### src/rtl/mips_pkg.sv
// Shared constants for the MIPS core pipeline.
//   INSTR_W   : instruction / address width
//   PC_INC    : sequential fetch increment
//   RESET_PC  : default PC loaded on reset
//   NOP_INSTR : default bubble instruction (sll $0,$0,0)
package mips_pkg;

  localparam int unsigned INSTR_W = 32;

  localparam logic [INSTR_W-1:0] PC_INC    = 32'd4;
  localparam logic [INSTR_W-1:0] RESET_PC  = 32'h0000_0000;
  localparam logic [INSTR_W-1:0] NOP_INSTR = 32'h0000_0000;

  // Fetch addresses are word aligned; redirect targets drop their low bits.
  function automatic logic [INSTR_W-1:0] word_align(input logic [INSTR_W-1:0] addr);
    return {addr[INSTR_W-1:2], 2'b00};
  endfunction

endpackage

### src/rtl/fetch_decode_stage_if.sv
// Bus between the fetch/decode stage and the rest of the core.
//   master : the fetch stage (drives PCF, Decode-side outputs and counters)
//   slave  : environment (stall controller, Decode redirect, instruction memory)
interface fetch_decode_stage_if
  import mips_pkg::*;
#(
  parameter int unsigned CNT_W = 16
);

  logic               StallF;
  logic               StallD;
  logic               PCSrcD;
  logic [INSTR_W-1:0] PCBranchD;
  logic               JumpD;
  logic [INSTR_W-1:0] PCJumpD;
  logic [INSTR_W-1:0] InstrF;
  logic [INSTR_W-1:0] PCF;
  logic [INSTR_W-1:0] InstrD;
  logic [INSTR_W-1:0] PCPlus4D;
  logic               ValidD;
  logic [CNT_W-1:0]   stall_cnt;
  logic [CNT_W-1:0]   flush_cnt;

  modport master (
    input  StallF, StallD, PCSrcD, PCBranchD, JumpD, PCJumpD, InstrF,
    output PCF, InstrD, PCPlus4D, ValidD, stall_cnt, flush_cnt
  );

  modport slave (
    output StallF, StallD, PCSrcD, PCBranchD, JumpD, PCJumpD, InstrF,
    input  PCF, InstrD, PCPlus4D, ValidD, stall_cnt, flush_cnt
  );

endinterface

### src/rtl/pc_reg.sv
// Program counter register with load enable and asynchronous reset.
//   clk, rst_n : clock, async active-low reset (loads RESET_VAL)
//   en         : load pc_next this cycle
//   pc_next    : next PC value (selected outside)
//   pc         : current PC
module pc_reg
  import mips_pkg::*;
#(
  parameter logic [INSTR_W-1:0] RESET_VAL = 32'h0000_0000
) (
  input  logic               clk,
  input  logic               rst_n,
  input  logic               en,
  input  logic [INSTR_W-1:0] pc_next,
  output logic [INSTR_W-1:0] pc
);

  logic [INSTR_W-1:0] pc_q;

  always_ff @(posedge clk or negedge rst_n) begin
    if (!rst_n) begin
      pc_q <= RESET_VAL;
    end else if (en) begin
      pc_q <= pc_next;
    end
  end

  assign pc = pc_q;

endmodule

### src/rtl/fetch_decode_stage.sv
// Instruction fetch stage plus IF/ID pipeline register.
//   clk, rst_n : clock, async active-low reset
//   bus        : master side of fetch_decode_stage_if
//                in : StallF, StallD, PCSrcD/PCBranchD, JumpD/PCJumpD, InstrF
//                out: PCF, InstrD, PCPlus4D, ValidD, stall_cnt, flush_cnt
// Next PC: hold on StallF, else branch target, else jump target, else PC+4.
// Decode is flushed on a taken redirect unless Decode itself is stalled.
// Counters saturate at all-ones.
module fetch_decode_stage #(
  parameter logic [31:0] RESET_PC  = mips_pkg::RESET_PC,
  parameter logic [31:0] NOP_INSTR = mips_pkg::NOP_INSTR,
  parameter int unsigned CNT_W     = 16
) (
  input logic                 clk,
  input logic                 rst_n,
  fetch_decode_stage_if.master bus
);

  localparam int unsigned W = mips_pkg::INSTR_W;

  logic [W-1:0]     pcf;
  logic [W-1:0]     pc_plus4f;
  logic [W-1:0]     redirect_target;
  logic [W-1:0]     pc_next;
  logic             redirect;
  logic             flush_d;

  logic [W-1:0]     instr_d_q;
  logic [W-1:0]     pc_plus4_d_q;
  logic             valid_d_q;
  logic [CNT_W-1:0] stall_cnt_q;
  logic [CNT_W-1:0] flush_cnt_q;

  // Wraps modulo 2^32 naturally.
  assign pc_plus4f = pcf + mips_pkg::PC_INC;

  assign redirect = bus.PCSrcD | bus.JumpD;

  always_comb begin
    redirect_target = '0;
    pc_next         = pc_plus4f;
    // Branch outranks jump when both are flagged.
    if (bus.PCSrcD) begin
      redirect_target = mips_pkg::word_align(bus.PCBranchD);
    end else begin
      redirect_target = mips_pkg::word_align(bus.PCJumpD);
    end
    if (redirect) begin
      pc_next = redirect_target;
    end
  end

  pc_reg #(
    .RESET_VAL (RESET_PC)
  ) u_pc_reg (
    .clk     (clk),
    .rst_n   (rst_n),
    .en      (~bus.StallF),
    .pc_next (pc_next),
    .pc      (pcf)
  );

  // A stalled Decode keeps the redirecting instruction, so it is re-presented
  // next cycle; flushing now would lose it.
  assign flush_d = redirect & ~bus.StallD;

  always_ff @(posedge clk or negedge rst_n) begin
    if (!rst_n) begin
      instr_d_q    <= NOP_INSTR;
      pc_plus4_d_q <= '0;
      valid_d_q    <= 1'b0;
    end else if (bus.StallD) begin
      instr_d_q    <= instr_d_q;
      pc_plus4_d_q <= pc_plus4_d_q;
      valid_d_q    <= valid_d_q;
    end else if (flush_d) begin
      instr_d_q    <= NOP_INSTR;
      pc_plus4_d_q <= '0;
      valid_d_q    <= 1'b0;
    end else begin
      instr_d_q    <= bus.InstrF;
      pc_plus4_d_q <= pc_plus4f;
      valid_d_q    <= 1'b1;
    end
  end

  always_ff @(posedge clk or negedge rst_n) begin
    if (!rst_n) begin
      stall_cnt_q <= '0;
      flush_cnt_q <= '0;
    end else begin
      if (bus.StallF && (stall_cnt_q != '1)) begin
        stall_cnt_q <= stall_cnt_q + CNT_W'(1);
      end
      if (flush_d && (flush_cnt_q != '1)) begin
        flush_cnt_q <= flush_cnt_q + CNT_W'(1);
      end
    end
  end

  assign bus.PCF       = pcf;
  assign bus.InstrD    = instr_d_q;
  assign bus.PCPlus4D  = pc_plus4_d_q;
  assign bus.ValidD    = valid_d_q;
  assign bus.stall_cnt = stall_cnt_q;
  assign bus.flush_cnt = flush_cnt_q;

  // Holding PC while Decode advances would duplicate an instruction.
  illegal_stall_combo : assert property (
    @(posedge clk) disable iff (!rst_n) !(bus.StallF && !bus.StallD)
  ) else $error("StallF asserted without StallD");

endmodule

### src/flat_wrapper.sv
// flat-port wrapper written by rule: the top's interface ports become plain ports
module fetch_decode_stage_flat 
#(
  parameter logic [31:0] RESET_PC  = mips_pkg::RESET_PC,
  parameter logic [31:0] NOP_INSTR = mips_pkg::NOP_INSTR,
  parameter int unsigned CNT_W     = 16
)
  (clk, rst_n, bus_StallF, bus_StallD, bus_PCSrcD, bus_PCBranchD, bus_JumpD, bus_PCJumpD, bus_InstrF, bus_PCF, bus_InstrD, bus_PCPlus4D, bus_ValidD, bus_stall_cnt, bus_flush_cnt);
  fetch_decode_stage_if #(.CNT_W(CNT_W)) bus_i ();
  input logic clk;
  input logic rst_n;
  input wire logic [$bits(bus_i.StallF)-1:0] bus_StallF;
  input wire logic [$bits(bus_i.StallD)-1:0] bus_StallD;
  input wire logic [$bits(bus_i.PCSrcD)-1:0] bus_PCSrcD;
  input wire logic [$bits(bus_i.PCBranchD)-1:0] bus_PCBranchD;
  input wire logic [$bits(bus_i.JumpD)-1:0] bus_JumpD;
  input wire logic [$bits(bus_i.PCJumpD)-1:0] bus_PCJumpD;
  input wire logic [$bits(bus_i.InstrF)-1:0] bus_InstrF;
  output wire logic [$bits(bus_i.PCF)-1:0] bus_PCF;
  output wire logic [$bits(bus_i.InstrD)-1:0] bus_InstrD;
  output wire logic [$bits(bus_i.PCPlus4D)-1:0] bus_PCPlus4D;
  output wire logic [$bits(bus_i.ValidD)-1:0] bus_ValidD;
  output wire logic [$bits(bus_i.stall_cnt)-1:0] bus_stall_cnt;
  output wire logic [$bits(bus_i.flush_cnt)-1:0] bus_flush_cnt;
  assign bus_i.StallF = bus_StallF;
  assign bus_i.StallD = bus_StallD;
  assign bus_i.PCSrcD = bus_PCSrcD;
  assign bus_i.PCBranchD = bus_PCBranchD;
  assign bus_i.JumpD = bus_JumpD;
  assign bus_i.PCJumpD = bus_PCJumpD;
  assign bus_i.InstrF = bus_InstrF;
  assign bus_PCF = bus_i.PCF;
  assign bus_InstrD = bus_i.InstrD;
  assign bus_PCPlus4D = bus_i.PCPlus4D;
  assign bus_ValidD = bus_i.ValidD;
  assign bus_stall_cnt = bus_i.stall_cnt;
  assign bus_flush_cnt = bus_i.flush_cnt;
  fetch_decode_stage #(.RESET_PC(RESET_PC), .NOP_INSTR(NOP_INSTR), .CNT_W(CNT_W)) u_core (.clk(clk), .rst_n(rst_n), .bus(bus_i));
endmodule
### config.mk
export PLATFORM = sky130hd
export DESIGN_NAME = fetch_decode_stage_flat
export DESIGN_NICKNAME = d
export VERILOG_FILES = /design/src/rtl/mips_pkg.sv /design/src/rtl/fetch_decode_stage_if.sv /design/src/rtl/pc_reg.sv /design/src/rtl/fetch_decode_stage.sv /design/src/flat_wrapper.sv
export SDC_FILE = /design/constraint.sdc
export NUM_CORES = 1
export LEC_CHECK = 0
export CELL_PAD_IN_SITES_DETAIL_PLACEMENT = 0
export CELL_PAD_IN_SITES_GLOBAL_PLACEMENT = 1
export CORE_AREA = 2 2 136 138
export DETAILED_ROUTE_END_ITERATION = 6
export DIE_AREA = 0 0 138 140
export GPL_TIMING_DRIVEN = 0
export HOLD_SLACK_MARGIN = 0.02
export PLACE_DENSITY_LB_ADDON = 0.1
export SLEW_MARGIN = 0
export SYNTH_ARGS = -nofsm -noshare
export SYNTH_HDL_FRONTEND = slang
export SYNTH_HIERARCHICAL = 1
export SYNTH_SLANG_ARGS = --single-unit
### constraint.sdc
create_clock -name clk -period 4.52 [get_ports clk]
set_clock_uncertainty 0.05 [all_clocks]
set_input_delay 1.13 -clock clk [delete_from_list [all_inputs] [get_ports clk]]
set_output_delay 1.13 -clock clk [all_outputs]
set_load 0.02 [all_outputs]
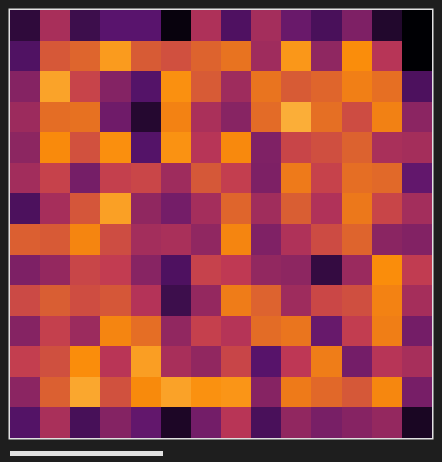
Figure 1: run 1, placement density heat map.
Scale bar: 50 µm. The die is cut into 14 by 14 equal tiles; black is low, pale yellow is high, 0 to 100% covered.
1.0% of the tiles are nearly empty. The mean over all tiles is 49%. 8.2% of the tiles are over 75% full. The fullest tile reaches 82%.
final core occ: 54.6%
Core Area: 17,800 µm²
Core Util at FP: 36.4%

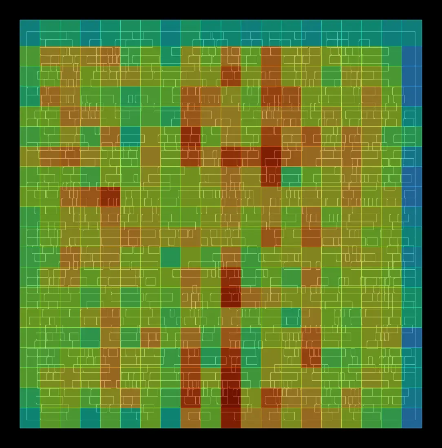
Figure 2: run 1, congestion heat map.
met3 usage: 5.98%
gr usage total: 20.8%
grt met1 use: 28.2%
met2 Use GR: 32.6%
WL per Instance: 17.8 µm

==> flow_summary.yaml, run 1 <==
# synthesis and place-and-route metrics
synthesis:
  ff_type: "dfrtp_1"
  synth_top_cell_by_area: "dfrtp_1"
  top_cell: "dfrtp_1"
  mux_area_share_pct: 9.41
  ys_sh_aoi_pct: 10.7
  fp_nets: 734
  synth_cell_types: 44
  synth-edff-count: 0
  yosysCellCount: 629
  async_reset_ff_share_pct: 100
  synth.area.top_cells: "dfrtp_1 (50%), nand2_1 (7.0%), mux2_4 (7.0%)"
  synthSimpleGateAreaFrac_pct: 18.6
  synth_area_um2: 6470
  synthDominantCellAreaShare_pct: 49.9
  ys_chip_area_um2: 6470
  synthTopLogicFamily: "simple AND/OR/NAND/NOR gates"
  synth_seq_share_pct: 49.9
  avgSynthCellArea_um2: 10.3
  synthTopCellsByCount: "dfrtp_1 (129), nand2_1 (121), o21ai_0 (53)"
  synthCells: 629
  fa_ha_area_share_pct: 0.580
  ys_ff: 129
  ys_warn_count: 6
  synth-xor-area-share_pct: 7.44
hold_path:
  hold_start: "u_core/bus.InstrD[24]$_DFFE_PN0N_"
  hp-class: "flip-flop to flip-flop"
  min_to: "u_core/bus.InstrD[24]$_DFFE_PN0N_"
  worstHoldPathCells: 2
global_route:
  grt-ovfl-total: 0
  antenna_found_initial: 1
  grt_max_degree: 68
  grt_pass1_vias: 5738
  grt_pass1_wl_um: 31700
  gr-max-usage-layer: "met2"
final_layout:
  clock_area_share_pct: 6.82
  layoutNonFillerInstCount: 1117
  comb_cells: 458
  layout_top_cell: "clkdlybuf4s50_1"
  nonClockBufferCount: 261
  area_growth_pct: 49.9
  comb_share_pct: 31.2
  buffer_area_share_pct: 25.5
  antennaDiodeCount: 1
  flops: 129
  num-clock-buffers: 19
  sh_seq_area_pct: 33.3
  most-common-layout-cells: "clkdlybuf4s50_1 (224), dfrtp_1 (129), nand2_1 (121)"
  fin_area_um2: 9710
  largestClassByArea: "sequential cells"
  n_all_inverters: 7
  seqCellArea_um2: 3230
  final-comb-area_um2: 3030
  nNetsFinal: 979
  drive_above_1_share_pct: 10.4
  fillers: 1576
placed_design:
  numPortBuffers: 225
  gp_congestion: 0.819
  hpwl_um: 14900
  place_ws_ns: 0.357
  dpl_cell_area_um2: 9040
  dp.cells: 1084
worst_setup_path:
  ff2ff_path_depth: 6
  crit_slowest_cell: "nor2_1"
  cp-start-kind: "input port"
  reg2reg_slack_ns: 2.20
  crit_start: "bus_PCSrcD"
  path_depth: 6
  crit_buf_inv: 3
  cp-endpoint: "u_core/u_pc_reg/pc[12]$_DFFE_PN0P_"
  worstReg2RegStart: "u_core/u_pc_reg/pc[8]$_DFFE_PN0P_"
  cp-end-kind: "flip-flop"
  max_stage_delay_ns: 0.74
  r2r-end: "u_core/u_pc_reg/pc[27]$_DFFE_PN0P_"
  path_max_fanout: 10
  worstPathArrival_ns: 3.89
  path_cells: "clkdlybuf4s50_1, nor2_1, clkbuf_1, buf_1, o21ai_0, mux2_4"
  worstSetupPathType: "input port to flip-flop"
  critPathTopFamily: "buffers and inverters"
  crit_required_ns: 4.77
die:
  die.size.y_um: 140
  pin_count: 231
  n_tap_cell: 229
  placement_rows: 49
  fp.dieW_um: 138
  chipArea_um2: 19300
routing:
  post-route-drc-count: 0
  met2_length_um: 9250
  vias_per_cell: 5.00
  highest_layer: "met4"
  drtIter0Drc: 270
  dr_wl_met3_um: 1370
  drt-pass1-iter-count: 4
  postRouteAntennaNets: 0
  wl_met1_um: 8980
pwr:
  p_leak_nw: 4.00
  p_comb_share_pct: 24.8
  p_clk_mw: 1.52
  swShare_pct: 29.5
  seq_cell_power_mw: 1.47
  p_sw_mw: 1.17
  powerComb_mw: 0.988
  p_int_mw: 2.81
  worst_ir_drop_vdd_mv: 0.278
  clkPwrFrac_pct: 38.2
  power_density_nw_per_um2: 410
  power.group.top: "clock"
  p_total_mw: 3.98
  seqPwrFrac_pct: 37.0
timing:
  fin_hold_ws_ns: 0.431
  tns_ns: 0
  period_minus_slack_ns: 3.64
  min_period_over_period_pct: 80.6
  worst_slack_ns: 0.879
  setup_viol: 0
  worst_slew_pin_slew_ns: 0.918
  finalHoldViolCount: 0
  fmax_mhz: 275
  slew_headroom_pct: 38.6
  slew_viol_final: 0
  rsz0062_at_grt: "no"
status:
  status: "completed"
clocking:
  cts_resized: 0
  ctsHoldBuffers: 0
  numCtsBuffers: 17
  cts_setup_buffers: 0
  cts_buffer_depth: 2
  htree_levels: 4
  clkLatencyLatePin_ns: 0.41
  clock_sinks: 129
  path_clk_slew_ns: 0.06
  cts_tree: "done"
  root_buffer: "clkbuf_16"
run:
  drv_cap: 0
  log.warning_count: 30
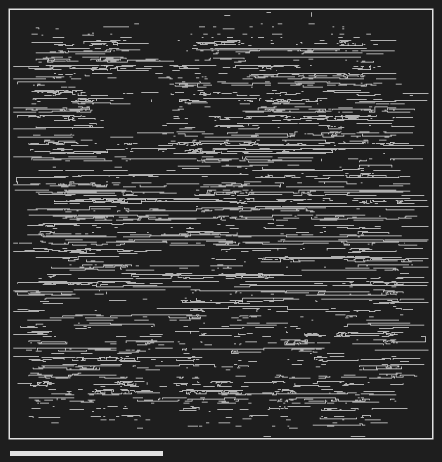
Figure 3: run 1, signal wires on met1.
Scale bar: 50 µm.
853 nets have wire on it. The wires run mostly horizontal. The layer holds 45% of the routed length. The longest straight run is 49.7 µm. The layer carries 8,980 µm of wire.
final wirelength: 19,900 µm
via count: 5,588

==> inputs of run 2 (changes only) <==
--- a/config.mk
+++ b/config.mk
@@ -7,9 +7,9 @@
 export LEC_CHECK = 0
 export CELL_PAD_IN_SITES_DETAIL_PLACEMENT = 0
 export CELL_PAD_IN_SITES_GLOBAL_PLACEMENT = 1
-export CORE_AREA = 2 2 136 138
+export CORE_AREA = 2 2 141 143
 export DETAILED_ROUTE_END_ITERATION = 6
-export DIE_AREA = 0 0 138 140
+export DIE_AREA = 0 0 143 145
 export GPL_TIMING_DRIVEN = 0
 export HOLD_SLACK_MARGIN = 0.02
 export PLACE_DENSITY_LB_ADDON = 0.1
==> constraint.sdc (replaced) <==
create_clock -name clk -period 3.7 [get_ports clk]
set_clock_uncertainty 0.05 [all_clocks]
set_input_delay 0.925 -clock clk [delete_from_list [all_inputs] [get_ports clk]]
set_output_delay 0.925 -clock clk [all_outputs]
set_load 0.02 [all_outputs]
==> flow_summary.yaml, run 2 <==
# synthesis and place-and-route metrics
status:
  status: "completed"
placed_design:
  place_ws_ns: -0.264
  dpl_cell_area_um2: 9090
  numPortBuffers: 225
  hpwl_um: 15200
  dp.cells: 1120
  gp_congestion: 0.796
worst_setup_path:
  critPathTopFamily: "buffers and inverters"
  max_stage_delay_ns: 0.77
  reg2reg_slack_ns: 1.41
  worstReg2RegStart: "u_core/u_pc_reg/pc[8]$_DFFE_PN0P_"
  worstPathArrival_ns: 3.71
  crit_start: "bus_PCSrcD"
  r2r-end: "u_core/u_pc_reg/pc[21]$_DFFE_PN0P_"
  crit_required_ns: 3.94
  crit_slowest_cell: "nor2_1"
  cp-start-kind: "input port"
  cp-endpoint: "u_core/u_pc_reg/pc[12]$_DFFE_PN0P_"
  path_cells: "clkdlybuf4s50_1, nor2_1, clkbuf_1, buf_1, o21ai_0, mux2_4"
  path_max_fanout: 10
  path_depth: 6
  worstSetupPathType: "input port to flip-flop"
  cp-end-kind: "flip-flop"
final_layout:
  nonClockBufferCount: 261
  layoutNonFillerInstCount: 1150
  comb_cells: 458
  most-common-layout-cells: "clkdlybuf4s50_1 (224), dfrtp_1 (129), nand2_1 (121)"
  clock_area_share_pct: 5.66
  nNetsFinal: 979
  fin_util_pct: 50.1
  num-clock-buffers: 20
  fin_area_um2: 9630
  sh_seq_area_pct: 33.5
  n_all_inverters: 7
  drive_above_1_share_pct: 10.1
  flops: 129
  final-comb-area_um2: 3030
  area_growth_pct: 48.8
  antennaDiodeCount: 0
  buffer_area_share_pct: 25.7
  seqCellArea_um2: 3230
  largestClassByArea: "sequential cells"
  comb_share_pct: 31.4
global_route:
  grt-ovfl-total: 0
  grt_max_degree: 67
  gr-max-usage-layer: "met2"
  antenna_found_initial: 0
  grt_pass1_vias: 5715
  grtUsageMet2_pct: 31.1
  grt_pass1_wl_um: 31700
  grt_usage_pct: 19.7
  use_met1_pct: 26.6
routing:
  drt-pass1-iter-count: 4
  postRouteAntennaNets: 0
  vias_per_cell: 4.84
  vias: 5566
  met2_length_um: 9370
  drt-total-wl_um: 20000
  post-route-drc-count: 0
  dr_wl_met3_um: 1030
  drtIter0Drc: 252
  highest_layer: "met4"
  wl_met1_um: 9150
die:
  die.size.y_um: 145
  placement_rows: 51
  fp.dieW_um: 143
  chipArea_um2: 20700
synthesis:
  mux_area_share_pct: 9.41
  ys_sh_aoi_pct: 10.7
  async_reset_ff_share_pct: 100
  ff_type: "dfrtp_1"
  synthCells: 629
  synth_top_cell_by_area: "dfrtp_1"
  ys_warn_count: 6
  synthDominantCellAreaShare_pct: 49.9
  synth_area_um2: 6470
  synthTopLogicFamily: "simple AND/OR/NAND/NOR gates"
  synth-edff-count: 0
  avgSynthCellArea_um2: 10.3
  yosysCellCount: 629
  top_cell: "dfrtp_1"
  synth_cell_types: 44
  fa_ha_area_share_pct: 0.580
  synth-xor-area-share_pct: 7.44
  ys_chip_area_um2: 6470
pwr:
  p_leak_nw: 3.94
  power_density_nw_per_um2: 473
  worst_ir_drop_vdd_mv: 0.324
  p_int_mw: 3.15
  seqPwrFrac_pct: 39.6
  p_total_mw: 4.56
  seq_cell_power_mw: 1.80
  p_sw_mw: 1.41
  power.group.top: "registers"
  powerComb_mw: 1.20
  clkPwrFrac_pct: 34.2
timing:
  worst_slew_pin_slew_ns: 0.934
  setup_viol: 0
  fmax_mhz: 288
  tns_ns: 0
  worst_slack_ns: 0.232
  slew_headroom_pct: 37.5
  slew_viol_final: 0
  fin_hold_ws_ns: 0.428
  rsz0062_at_grt: "no"
  period_minus_slack_ns: 3.47
clocking:
  root_buffer: "clkbuf_16"
  clkLatencyLatePin_ns: 0.41
  clock_sinks: 129
  cts_setup_buffers: 0
  numCtsBuffers: 17
  cts_tree: "done"
  cts_buffer_depth: 2
  htree_levels: 4
  path_clk_slew_ns: 0.06
hold_path:
  hp-class: "input port to asynchronous set/reset pin"
run:
  drv_cap: 0
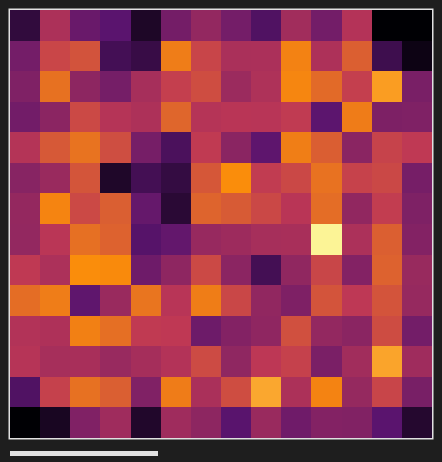
Figure 4: run 2, placement density heat map.
Scale bar: 50 µm. The die is cut into 14 by 14 equal tiles; black is low, pale yellow is high, 0 to 100% covered.
1.5% of the tiles are nearly empty. The mean over all tiles is 45%. The fullest tile reaches 98%. 3.1% of the tiles are over 75% full.
Core Util at FP: 33.7%
Core Area: 19,200 µm²

==> inputs of run 3 (changes only) <==
--- a/config.mk
+++ b/config.mk
@@ -5,11 +5,13 @@
 export SDC_FILE = /design/constraint.sdc
 export NUM_CORES = 1
 export LEC_CHECK = 0
+export ABC_AREA = 0
 export CELL_PAD_IN_SITES_DETAIL_PLACEMENT = 0
 export CELL_PAD_IN_SITES_GLOBAL_PLACEMENT = 1
-export CORE_AREA = 2 2 141 143
+export CORE_AREA = 2 2 140 142
+export CTS_BUF_LIST = sky130_fd_sc_hd__clkbuf_4
 export DETAILED_ROUTE_END_ITERATION = 6
-export DIE_AREA = 0 0 143 145
+export DIE_AREA = 0 0 142 144
 export GPL_TIMING_DRIVEN = 0
 export HOLD_SLACK_MARGIN = 0.02
 export PLACE_DENSITY_LB_ADDON = 0.1
==> flow_summary.yaml, run 3 <==
# synthesis and place-and-route metrics
status:
  status: "completed"
die:
  core_um2: 19100
  initCoreUtil_pct: 33.9
  fp.dieW_um: 142
clocking:
  clock_sinks: 129
  clkLatencyLatePin_ns: 0.53
  root_buffer: "clkbuf_4"
  cts_tree: "done"
  ctsHoldBuffers: 0
  htree_levels: 4
  cts_resized: 0
hold_path:
  hp-class: "input port to asynchronous set/reset pin"
pwr:
  powerComb_mw: 1.21
  p_int_mw: 2.53
  p_total_mw: 3.90
  p_sw_mw: 1.37
  p_comb_share_pct: 31.0
  seq_cell_power_mw: 1.80
worst_setup_path:
  cp-start-kind: "input port"
  path_max_fanout: 10
  cp-end-kind: "flip-flop"
  critPathTopFamily: "buffers and inverters"
  worstSetupPathType: "input port to flip-flop"
  worstPathArrival_ns: 3.61
  reg2reg_slack_ns: 1.39
  crit_buf_inv: 3
synthesis:
  synthSimpleGateAreaFrac_pct: 18.6
  synthCells: 629
  ys_chip_area_um2: 6470
  synth_top_cell_by_area: "dfrtp_1"
  synthTopCellsByCount: "dfrtp_1 (129), nand2_1 (121), o21ai_0 (53)"
  avgSynthCellArea_um2: 10.3
  synth_seq_share_pct: 49.9
  ys_warn_count: 6
  synth-xor-area-share_pct: 7.44
  synth.area.top_cells: "dfrtp_1 (50%), nand2_1 (7.0%), mux2_4 (7.0%)"
final_layout:
  fillers: 1814
  area_growth_pct: 43.7
  sh_seq_area_pct: 34.7
  num-clock-buffers: 18
  nNetsFinal: 979
  flops: 129
  clock_area_share_pct: 2.69
  nonClockBufferCount: 261
  final-comb-area_um2: 3030
placed_design:
  hpwl_um: 15200
  place_ws_ns: -0.187
  gp_congestion: 0.795
  numPortBuffers: 225
global_route:
  grt_pass1_wl_um: 31600
  grt_pass1_vias: 5773
  use_met1_pct: 26.7
routing:
  vias: 5653
  drt-pass1-iter-count: 4
  drt-total-wl_um: 20400
  wl_met1_um: 9100
  post-route-drc-count: 0
  dr_wl_met3_um: 1180
timing:
  min_period_over_period_pct: 87.3
  slew_viol_final: 0
  tns_ns: 0
run:
  drv_cap: 0
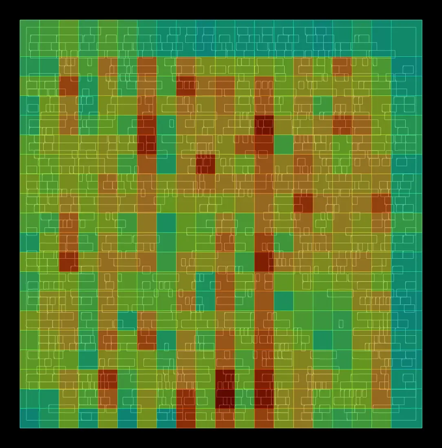
Figure 5: run 3, congestion heat map.
gr usage total: 20.3%
met2 Use GR: 33.2%

No activity file was given, so power comes from the tool's default toggle rates.
